==> src/rtl/inference_scheduler.sv <==
// Frame sequencer for the MNIST inference core: streams an image into the image RAM,
// pulses start, latches the predicted digit and guards against hung or stuck-DONE cores.
module inference_scheduler #(
   parameter int IMG_BYTES      = 784,
   parameter int ADDR_W         = 10,
   parameter int TIMEOUT_CYCLES = 1000000,
   parameter int DRAIN_MAX      = 16,
   parameter int CNT_W          = 20
) (
   input  logic              clk,
   input  logic              rst,
   input  logic              ld_valid,
   input  logic [7:0]        ld_data,
   output logic              ld_ready,
   input  logic              run_req,
   input  logic              auto_run,
   output logic              img_we,
   output logic [ADDR_W-1:0] img_waddr,
   output logic [7:0]        img_wdata,
   output logic              inf_start,
   input  logic              inf_done,
   input  logic [3:0]        inf_digit,
   output logic              result_valid,
   output logic [3:0]        result_digit,
   output logic [7:0]        run_count,
   output logic              busy,
   output logic              timeout_err,
   output logic              stuck_err
);

   typedef enum logic [2:0] {
      S_LOAD  = 3'd0,
      S_READY = 3'd1,
      S_START = 3'd2,
      S_RUN   = 3'd3,
      S_DRAIN = 3'd4
   } state_t;

   localparam logic [ADDR_W-1:0] LAST_ADDR  = ADDR_W'(IMG_BYTES - 1);
   localparam logic [CNT_W-1:0]  RUN_LAST   = CNT_W'(TIMEOUT_CYCLES - 1);
   localparam logic [CNT_W-1:0]  DRAIN_LAST = CNT_W'(DRAIN_MAX - 1);
   localparam logic [CNT_W-1:0]  DRAIN_CAP  = CNT_W'(DRAIN_MAX);

   state_t            state_r;
   logic [ADDR_W-1:0] byte_cnt_r;
   logic [CNT_W-1:0]  wdog_r;

   assign ld_ready  = (state_r == S_LOAD);
   assign img_we    = ld_valid & ld_ready;
   assign img_waddr = byte_cnt_r;
   assign img_wdata = ld_data;

   // busy covers the whole core handshake, from the start pulse until done has cleared
   always_comb begin
      busy = 1'b0;
      case (state_r)
         S_START, S_RUN, S_DRAIN: busy = 1'b1;
         default:                 busy = 1'b0;
      endcase
   end

   // frame sequencing, watchdog and result registers
   always_ff @(posedge clk or posedge rst) begin
      if (rst) begin
         state_r      <= S_LOAD;
         byte_cnt_r   <= '0;
         wdog_r       <= '0;
         inf_start    <= 1'b0;
         result_valid <= 1'b0;
         result_digit <= 4'd0;
         run_count    <= 8'd0;
         timeout_err  <= 1'b0;
         stuck_err    <= 1'b0;
      end else begin
         inf_start    <= 1'b0;
         result_valid <= 1'b0;
         case (state_r)
            S_LOAD: begin
               if (img_we) begin
                  if (byte_cnt_r == LAST_ADDR) begin
                     byte_cnt_r <= '0;
                     state_r    <= S_READY;
                  end else begin
                     byte_cnt_r <= byte_cnt_r + ADDR_W'(1);
                  end
               end
            end
            S_READY: begin
               // run_req outside this state is simply dropped
               if (auto_run || run_req) begin
                  inf_start <= 1'b1;
                  state_r   <= S_START;
               end
            end
            S_START: begin
               wdog_r  <= '0;
               state_r <= S_RUN;
            end
            S_RUN: begin
               if (inf_done) begin
                  result_digit <= inf_digit;
                  result_valid <= 1'b1;
                  run_count    <= run_count + 8'd1;
                  wdog_r       <= '0;
                  state_r      <= S_DRAIN;
               end else if (wdog_r == RUN_LAST) begin
                  timeout_err <= 1'b1;
                  wdog_r      <= '0;
                  state_r     <= S_DRAIN;
               end else begin
                  wdog_r <= wdog_r + CNT_W'(1);
               end
            end
            S_DRAIN: begin
               if (!inf_done) begin
                  wdog_r  <= '0;
                  state_r <= S_LOAD;
               end else begin
                  // saturate so a core parked in DONE cannot wrap the counter
                  if (wdog_r != DRAIN_CAP) begin
                     wdog_r <= wdog_r + CNT_W'(1);
                  end
                  if (wdog_r == DRAIN_LAST) begin
                     stuck_err <= 1'b1;
                  end
               end
            end
            default: begin
               state_r <= S_LOAD;
            end
         endcase
      end
   end

endmodule

==> config.mk <==
export PLATFORM = sky130hd
export DESIGN_NAME = inference_scheduler
export DESIGN_NICKNAME = d
export VERILOG_FILES = /design/src/rtl/inference_scheduler.sv
export SDC_FILE = /design/constraint.sdc
export NUM_CORES = 1
export LEC_CHECK = 0
export CAP_MARGIN = 10
export CELL_PAD_IN_SITES_DETAIL_PLACEMENT = 2
export CELL_PAD_IN_SITES_GLOBAL_PLACEMENT = 2
export CORE_ASPECT_RATIO = 1.25
export CORE_MARGIN = 2
export CORE_UTILIZATION = 25
export CTS_BUF_LIST = sky130_fd_sc_hd__clkbuf_4
export CTS_CLUSTER_DIAMETER = 80
export DETAILED_ROUTE_END_ITERATION = 6
export PLACE_DENSITY_LB_ADDON = 0.1
export SYNTH_ARGS = -nofsm -noshare
export SYNTH_HDL_FRONTEND = slang
export SYNTH_SLANG_ARGS = --single-unit
export TNS_END_PERCENT = 5
==> constraint.sdc <==
create_clock -name clk -period 2.18 [get_ports clk]
set_input_delay 0.218 -clock clk [delete_from_list [all_inputs] [get_ports clk]]
set_output_delay 0.218 -clock clk [all_outputs]
set_load 0.01 [all_outputs]
Wires at chosen ports, followed through buffers:
The bar under the picture is 20 um long.
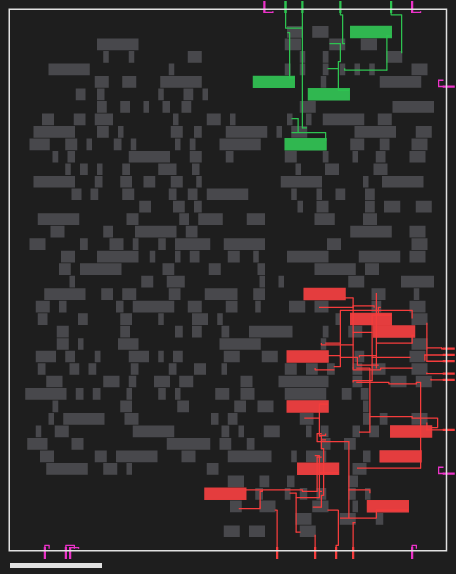
[green] result_digit | direction: output | edge: top | end cells: 4 | wire: 113 um
[red] img_waddr | direction: output | edge: 6 right, 4 bottom | end cells: 10 | wire: 461 um
[magenta] ld_data | direction: input | edge: 4 bottom, 2 right, 2 top | end cells: 0 | wire: 20.7 um
# IOs: 55
count of buffers from port buffering: 38

Cell classes on the final placement:
Fill, decap, tap and diode cells in grey.
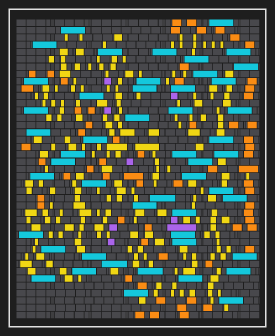
[cyan] flip-flops | cells: 49 | share of their area: 39%
[yellow] all other logic | cells: 205 | share of their area: 40%
[orange] other buffers and delay cells | cells: 63 | share of their area: 19%
[purple] clock drivers and dummy loads | cells: 8 | share of their area: 2.6%
sequential cell area share: 0.367
final core utilization: 0.331
final non-filler cell area: 3350 um2
placeable core region: 10100 um2
Site Rows: 41

==> metrics.log <==
[flow] collecting metrics
INFO  metric outcome = complete, no violations
INFO  metric critical_path.endpoint_type = register
INFO  metric cpMaxStageDelayCell = or4_1
INFO  metric synth.cellmix.compoundShare = 0.130
INFO  metric power.share.combinational = 0.131
INFO  metric clk_pin_slew_worst_paths = 0.17 ns
INFO  metric comb_share = 0.368
INFO  metric cp-startpoint = state_r[1]$_DFFE_PP0P_
INFO  metric hp-class = in -> async
INFO  metric final.signal_inverter_count = 12
INFO  metric synth_cell_type_count = 49
INFO  metric ys_seq_share = 0.475
INFO  metric mappedNetlistNets = 289
INFO  metric post-dp-hpwl = 5480 um
INFO  metric drt-vias-per-instance = 4.89
INFO  metric met2_wirelength = 3870 um
INFO  metric drtPass1Iterations = 4
INFO  metric cp-start-kind = register
INFO  metric drc = 0
INFO  metric synth-adder-area-share = 0.0194
INFO  metric clock-root-buffer = clkbuf_4
INFO  metric synthMuxAreaShare = 0.00775
INFO  metric nClkBuffers = 5
INFO  metric worstSetupPathDepth = 6
INFO  metric multi_input_comb_cells = 193
INFO  metric vias_in_the_first_global_route = 2456
INFO  metric power.combinational.total = 243 uW
INFO  metric met1_length = 3160 um
INFO  metric fp_util = 0.256
INFO  metric p_leak = 1.46 nW
INFO  metric grt_start_max_net_pins = 50
INFO  metric finalHoldWorstSlack = 0.168 ns
INFO  metric groute.layer.met2.usage = 0.253
INFO  metric crit_chain = buf_4, nor4bb_4, a21oi_1, a21o_4, or4_1, o21ai_0
INFO  metric leading_register_cell_type_out_of_synthesis = dfrtp_1
INFO  metric slowest_delay = 0.52 ns
INFO  metric number_of_buffers_created_by_cts = 5
INFO  metric crit_required = 2.52 ns
INFO  metric stage_log_warnings = 28
INFO  metric synth_stat.cells = 267
INFO  metric grt_use_total = 0.145
INFO  metric grt_setup_unrepaired = true
INFO  metric final.setup.worst_slack = 0.0729 ns
INFO  metric wl_met3 = 184 um
Sizing map:
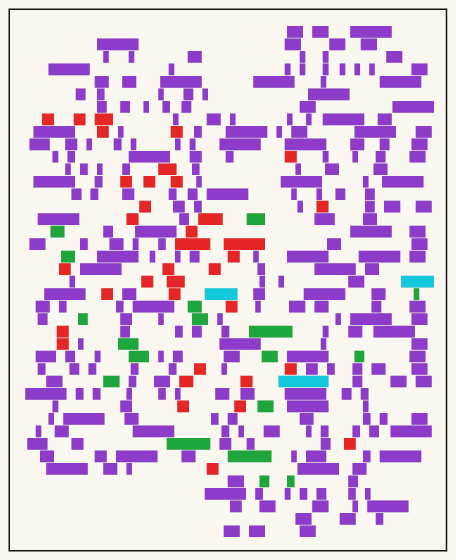
[cyan] drive 6 and up | cells: 3
[purple] drive 1 or less | cells: 268
[green] drive 2 | cells: 18
[red] drive 3 to 4 | cells: 36

Power and IR drop assume default switching activity.
